flops_by_reg.png
Bar = 10 um. Other sequential cells in the stronger grey, the rest of the logic in the fainter grey.
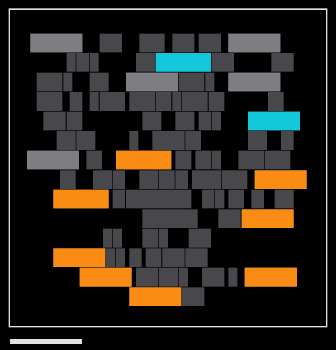
layer_met1.png
Bar = 10 um.
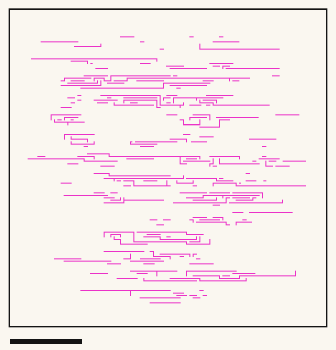
io_placement.png
Bar = 10 um. Pins as bars across the die edge, other pins in grey.
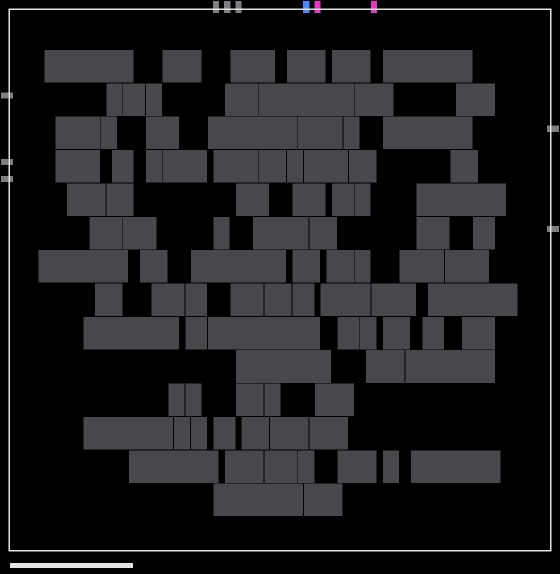
`src/rtl/bus_arb_pkg.sv`:
```
// Shared types for the system-bus arbiter.
// The grant controller and the arbiter datapath both use these types.
package bus_arb_pkg;

    typedef enum logic [1:0] {
        IDLE    = 2'd0,
        GRANT   = 2'd1,
        RELEASE = 2'd2
    } grant_state_t;

    // Hold-counter width. It is never below 1, so the watchdog-disabled build still elaborates.
    function automatic int cnt_width(input int timeout_cycles);
        return (timeout_cycles > 0) ? $clog2(timeout_cycles + 1) : 1;
    endfunction

endpackage

```
`src/rtl/bus_grant_ctrl_if.sv`:
```
// Request/grant handshake between the bus masters and the grant controller.
// The master modport is the requester side. The slave modport is the controller side.
interface bus_grant_ctrl_if #(
    parameter int NUM_MASTERS = 2
);
    localparam int IDX_W = $clog2(NUM_MASTERS);

    logic [NUM_MASTERS-1:0] req;
    logic [NUM_MASTERS-1:0] done;
    logic [NUM_MASTERS-1:0] grant;
    logic [IDX_W-1:0]       grant_idx;
    logic                   bus_busy;
    logic                   timeout;

    modport master (
        output req, done,
        input  grant, grant_idx, bus_busy, timeout
    );

    modport slave (
        input  req, done,
        output grant, grant_idx, bus_busy, timeout
    );

endinterface

```
`src/rtl/bus_grant_ctrl_rr_pick.sv`:
```
// Combinational round-robin picker.
// The search starts at last_i+1 and wraps, so last_i has the lowest priority.
module rr_priority_pick #(
    parameter int N     = 2,
    parameter int IDX_W = $clog2(N)
) (
    input  logic [N-1:0]     req_i,
    input  logic [IDX_W-1:0] last_i,
    output logic [IDX_W-1:0] idx_o,
    output logic             valid_o
);

    always_comb begin
        int               cand;
        logic [IDX_W-1:0] cand_idx;
        idx_o    = '0;
        valid_o  = 1'b0;
        cand     = 0;
        cand_idx = '0;
        for (int k = 1; k <= N; k++) begin
            cand     = (int'(last_i) + k) % N;
            cand_idx = IDX_W'(cand);
            if (!valid_o && req_i[cand_idx]) begin
                valid_o = 1'b1;
                idx_o   = cand_idx;
            end
        end
    end

endmodule

```
`src/rtl/bus_grant_ctrl.sv`:
```
// Round-robin grant controller for the shared serial system bus.
// A single registered one-hot grant is given out, and a watchdog revokes long holds.
module bus_grant_ctrl
    import bus_arb_pkg::*;
#(
    parameter int NUM_MASTERS    = 2,
    parameter int TIMEOUT_CYCLES = 255
) (
    input  logic             clk,
    input  logic             rst,
    bus_grant_ctrl_if.slave  bus
);

    localparam int IDX_W = $clog2(NUM_MASTERS);
    localparam int CNT_W = cnt_width(TIMEOUT_CYCLES);
    localparam logic [CNT_W-1:0] CNT_LAST =
        (TIMEOUT_CYCLES > 0) ? CNT_W'(TIMEOUT_CYCLES - 1) : '0;
    localparam logic [IDX_W-1:0] LAST_RST = IDX_W'(NUM_MASTERS - 1);

    grant_state_t           state_q, state_d;
    logic [NUM_MASTERS-1:0] grant_q, grant_d;
    logic [IDX_W-1:0]       idx_q, idx_d;
    logic [IDX_W-1:0]       last_q, last_d;
    logic [CNT_W-1:0]       cnt_q, cnt_d;
    logic                   timeout_q, timeout_d;

    logic [IDX_W-1:0] pick_idx;
    logic             pick_vld;
    logic             normal_end;
    logic             watchdog_hit;

    rr_priority_pick #(
        .N     (NUM_MASTERS),
        .IDX_W (IDX_W)
    ) u_pick (
        .req_i   (bus.req),
        .last_i  (last_q),
        .idx_o   (pick_idx),
        .valid_o (pick_vld)
    );

    assign normal_end   = bus.done[idx_q] | ~bus.req[idx_q];
    assign watchdog_hit = (TIMEOUT_CYCLES != 0) && (cnt_q == CNT_LAST);

    always_comb begin
        state_d   = state_q;
        grant_d   = grant_q;
        idx_d     = idx_q;
        last_d    = last_q;
        cnt_d     = cnt_q;
        timeout_d = 1'b0;
        unique case (state_q)
            IDLE, RELEASE: begin
                // RELEASE re-arbitrates directly, so back-to-back requests skip IDLE.
                state_d = IDLE;
                grant_d = '0;
                if (pick_vld) begin
                    state_d = GRANT;
                    grant_d = NUM_MASTERS'(1) << pick_idx;
                    idx_d   = pick_idx;
                    last_d  = pick_idx;
                    cnt_d   = '0;
                end
            end
            GRANT: begin
                if (cnt_q != '1) begin
                    cnt_d = cnt_q + 1'b1;
                end
                if (normal_end || watchdog_hit) begin
                    state_d   = RELEASE;
                    grant_d   = '0;
                    timeout_d = watchdog_hit & ~normal_end;
                end
            end
            default: begin
                state_d = IDLE;
                grant_d = '0;
            end
        endcase
    end

    always_ff @(posedge clk) begin
        if (rst) begin
            state_q   <= IDLE;
            grant_q   <= '0;
            idx_q     <= '0;
            last_q    <= LAST_RST;
            cnt_q     <= '0;
            timeout_q <= 1'b0;
        end else begin
            state_q   <= state_d;
            grant_q   <= grant_d;
            idx_q     <= idx_d;
            last_q    <= last_d;
            cnt_q     <= cnt_d;
            timeout_q <= timeout_d;
        end
    end

    assign bus.grant     = grant_q;
    assign bus.grant_idx = idx_q;
    assign bus.bus_busy  = (state_q != IDLE);
    assign bus.timeout   = timeout_q;

endmodule
```
`src/flat_wrapper.sv`:
```
// flat-port wrapper written by rule: the top's interface ports become plain ports
module bus_grant_ctrl_flat import bus_arb_pkg::*;
#(
    parameter int NUM_MASTERS    = 2,
    parameter int TIMEOUT_CYCLES = 255
)
  (clk, rst, bus_req, bus_done, bus_grant, bus_grant_idx, bus_bus_busy, bus_timeout);
  bus_grant_ctrl_if #(.NUM_MASTERS(NUM_MASTERS)) bus_i ();
  input  logic clk;
  input  logic rst;
  input wire logic [$bits(bus_i.req)-1:0] bus_req;
  input wire logic [$bits(bus_i.done)-1:0] bus_done;
  output wire logic [$bits(bus_i.grant)-1:0] bus_grant;
  output wire logic [$bits(bus_i.grant_idx)-1:0] bus_grant_idx;
  output wire logic [$bits(bus_i.bus_busy)-1:0] bus_bus_busy;
  output wire logic [$bits(bus_i.timeout)-1:0] bus_timeout;
  assign bus_i.req = bus_req;
  assign bus_i.done = bus_done;
  assign bus_grant = bus_i.grant;
  assign bus_grant_idx = bus_i.grant_idx;
  assign bus_bus_busy = bus_i.bus_busy;
  assign bus_timeout = bus_i.timeout;
  bus_grant_ctrl #(.NUM_MASTERS(NUM_MASTERS), .TIMEOUT_CYCLES(TIMEOUT_CYCLES)) u_core (.clk(clk), .rst(rst), .bus(bus_i));
endmodule
```
`config.mk`:
```
export PLATFORM = sky130hd
export DESIGN_NAME = bus_grant_ctrl_flat
export DESIGN_NICKNAME = d
export VERILOG_FILES = /design/src/rtl/bus_arb_pkg.sv /design/src/rtl/bus_grant_ctrl_if.sv /design/src/rtl/bus_grant_ctrl_rr_pick.sv /design/src/rtl/bus_grant_ctrl.sv /design/src/flat_wrapper.sv
export SDC_FILE = /design/constraint.sdc
export NUM_CORES = 1
export LEC_CHECK = 0
export CAP_MARGIN = 20
export CORE_MARGIN = 2
export CORE_UTILIZATION = 46
export CTS_CLUSTER_SIZE = 8
export DETAILED_ROUTE_END_ITERATION = 16
export GPL_TIMING_DRIVEN = 0
export HOLD_SLACK_MARGIN = 0.08
export PLACE_DENSITY = 0.75
export SLEW_MARGIN = 5
export SYNTH_ARGS = -nofsm -noshare
export SYNTH_HDL_FRONTEND = slang
export SYNTH_SLANG_ARGS = --single-unit
```
`constraint.sdc`:
```
create_clock -name clk -period 1.4 [get_ports clk]
set_input_delay 0.21 -clock clk [delete_from_list [all_inputs] [get_ports clk]]
set_output_delay 0.21 -clock clk [all_outputs]
set_load 0.03 [all_outputs]
```
==> metrics.csv <==
stage,metric,value,unit
sta,finalSetupViolCount,0,
worst_setup_path,r2r-start,u_core.cnt_q[0]$_SDFFE_PP0P_,
pwr,p_sw,0.2263,mW
logic_synthesis,largest_area_cell,dfxtp_1,
worst_setup_path,ff2ff_setup_slack,0.13,ns
worst_hold_path,hold_path_class,flip-flop to flip-flop,
worst_setup_path,critPathLaunchType,flip-flop,
pwr,p_seq_share,55.4,%
floorplan,initCoreUtil,48.92,%
sta,fin_skew,0.002523,ns
logic_synthesis,yosys_area,737.0,sq um
outcome,status,"finished, final reports clean",
sta,max_freq,0.7712,GHz
cts,cts_tree,yes,
cts,cts_buffers,3,
routing,route.detailed.drc,0,
grt,antenna_found_initial,0,
grt,grt_pass1_wl,2339,um
sta,rsz0062_at_grt,false,
sta,fin_crit_sh,92.62,%
worst_setup_path,endpoint_kind,output pin,
pwr,comb_power_share,14.8,%
placement,gp_congestion,0.7211,
finish,drive_gt1_share,15.05,%
logic_synthesis,yosysMostFrequentCell,dfxtp_1,
pwr,power_density,945.3,nW/um^2
worst_hold_path,min_to,u_core.bus.grant[1]$_SDFFE_PP0P_,
floorplan,core-area,1506,sq um
grt,grt_usage,16.61,%
logic_synthesis,ys_top_cells_by_area,"dfxtp_1 (41%), and4b_1 (4.1%), nand2_1 (4.1%), ha_1 (3.4%), nand4_4 (2.9%)",
grt,met3_usage,3.673,%
logic_synthesis,ys_ff,15,
sta,final_hold_viol_count,0,
worst_setup_path,worstPathArrival,1.09,ns
worst_hold_path,whs_path_depth,2,
placement,place_hpwl,1032,um
routing,drtIter0Drc,9,
floorplan,die_area,1938,sq um
grt,grt_overflow,0,
sta,period_minus_slack,1.297,ns
routing,firstDrtPassIters,4,
logic_synthesis,async_reset_ff_share,0,%
worst_setup_path,r2r_end,u_core.cnt_q[5]$_SDFFE_PP0P_,
sta,relSlewSlack,74.48,%
grt,use_met2,26.47,%
logic_synthesis,ys_types,37,
logic_synthesis,synth_nets,88,
routing,wire_per_inst,12.64,um
grt,grt_pass1_vias,574,
pwr,p_leak,0.3481,nW
logic_synthesis,ys_cells,80,
worst_setup_path,cp_max_fo,7,
Notes on flops_by_reg.png above:
Cyan stands for `u_core.state_q`, sequential cells 2. Orange stands for `u_core.cnt_q`, sequential cells 8.
Another 5 sequential cells are not coloured.
Seq group: 0.464 mW
Post-Route Utilization: 58.80%
Flop area: 304.0 sq um
flop share of the area: 34.32%

Notes on layer_met1.png above:
The wires run mostly horizontal. The layer holds 51% of the routed length. The longest straight run is 17.5 um.
total wire length: 1378 um
GR Util met1: 20.82%
Vias: 629

Notes on io_placement.png above:
Blue stands for `rst`, pins 1, direction input, edge north. Magenta stands for `bus_grant`, pins 2, direction output, edge north.
All pins by edge: 6 north, 3 west, 2 east.
Die X: 44.03 um
die height: 44.03 um
IO buf count: 10

==> metal layers <==
metal / wire length (um) / part of all wire (%)
met1: 701 / 51
met2: 615 / 45
met3: 39 / 2.8
met4: 21 / 1.5
met5: 0 / 0
==> layout by cell type (no fill, tap or decap), drive strengths merged, types with 3 or more instances in the layout <==
cell | Yosys | layout
a21oi | 4 | 4
and4b | 3 | 3
clkbuf | 2 | 5
clkdlybuf4s50 | 0 | 5
dfxtp | 15 | 15
dlygate4sd2 | 0 | 4
nand2 | 8 | 8
nand2b | 3 | 3
nand3 | 3 | 3
nor2 | 6 | 6
nor2b | 3 | 3
==> how the worst max path moves through the flow <==
stage                                              start                          endpoint
after floorplan             u_core.cnt_q[0]$_SDFFE_PP0P_      u_core.cnt_q[5]$_SDFFE_PP0P_
after global placement                        bus_req[0]  u_core.bus.grant[0]$_SDFFE_PP0P_
after detailed placement                      bus_req[0]  u_core.bus.grant[1]$_SDFFE_PP0P_
after CTS                 u_core.state_q[0]$_SDFFE_PP0P_                      bus_bus_busy
after global routing        u_core.cnt_q[0]$_SDFFE_PP0P_      u_core.cnt_q[7]$_SDFFE_PP0P_
final                     u_core.state_q[0]$_SDFFE_PP0P_                      bus_bus_busy
==> power by group through the flow <==
stage	clock network (mW)	logic (mW)	registers, mW
after global placement	0	0.131	0.469
after CTS	0.261	0.127	0.461
after detailed placement	0	0.132	0.471
after global routing	0.281	0.136	0.467
after floorplan	0	0.0723	0.479
final	0.249	0.124	0.464
==> registers in the layout (all words and copies together) (netlist names) <==
name	cells
u_core.state_q	2
u_core.bus.grant	2
u_core.cnt_q	8
u_core.bus.timeout	1
u_core.last_q	1
u_core.bus.grant_idx	1
==> cell families (layout without fill, tap and decap cells) <==
logic type      Yosys count  after routing  synth area share [%]
simple gates             37             37                 31.92
xor+xnor                  2              2                 2.377
fa+ha+maj                 2              2                 3.395
buf+inv                   5             18                 3.057
compound gates           19             19                 18.51
flops                    15             15                 40.75
==> through the flow <==
stage / worst slack, ns / setup TNS, ns / std cells / hold WS, ns / instance area, sq um
2_1_floorplan: 0.03097 / 0 / 80 / 0.3949 / 737.0
3_3_place_gp: -0.1488 / -1.284 / 106 / 0.4589 / 857.1
3_5_place_dp: -0.1642 / -1.367 / 106 / 0.4649 / 857.1
4_1_cts: -0.03734 / -0.03734 / 109 / 0.4757 / 878.3
5_1_grt: 0.005431 / 0 / 109 / 0.4950 / 885.9
6_report: 0.1033 / 0 / 109 / 0.4737 / 885.9
==> worst max-delay path: stages, from the launching register on <==
cell and delay [ns]:
dfxtp_2 0.36, or2_2 0.27, buf_2 0.18
==> area by class of cell <==
type                            count  share of cell area [%]
Multi-Input combinational cell     60                   48.16
Buffer                              2                   1.271
Timing Repair Buffer               10                   10.17
Clock buffer                        4                   2.966
Tap cell                           16                   2.260
Inverter                            2                  0.8475
Sequential cell                    15                   34.32
==> what timing repair did <==
item / in CTS / in global routing
gates resized: 8 / 6
hold buffers: 0 / 0
setup endpoints to repair: 9 / 5
endpoints found under the hold margin: 0 / 0
Power figures rest on the tool's default switching activity, not on a simulated workload.
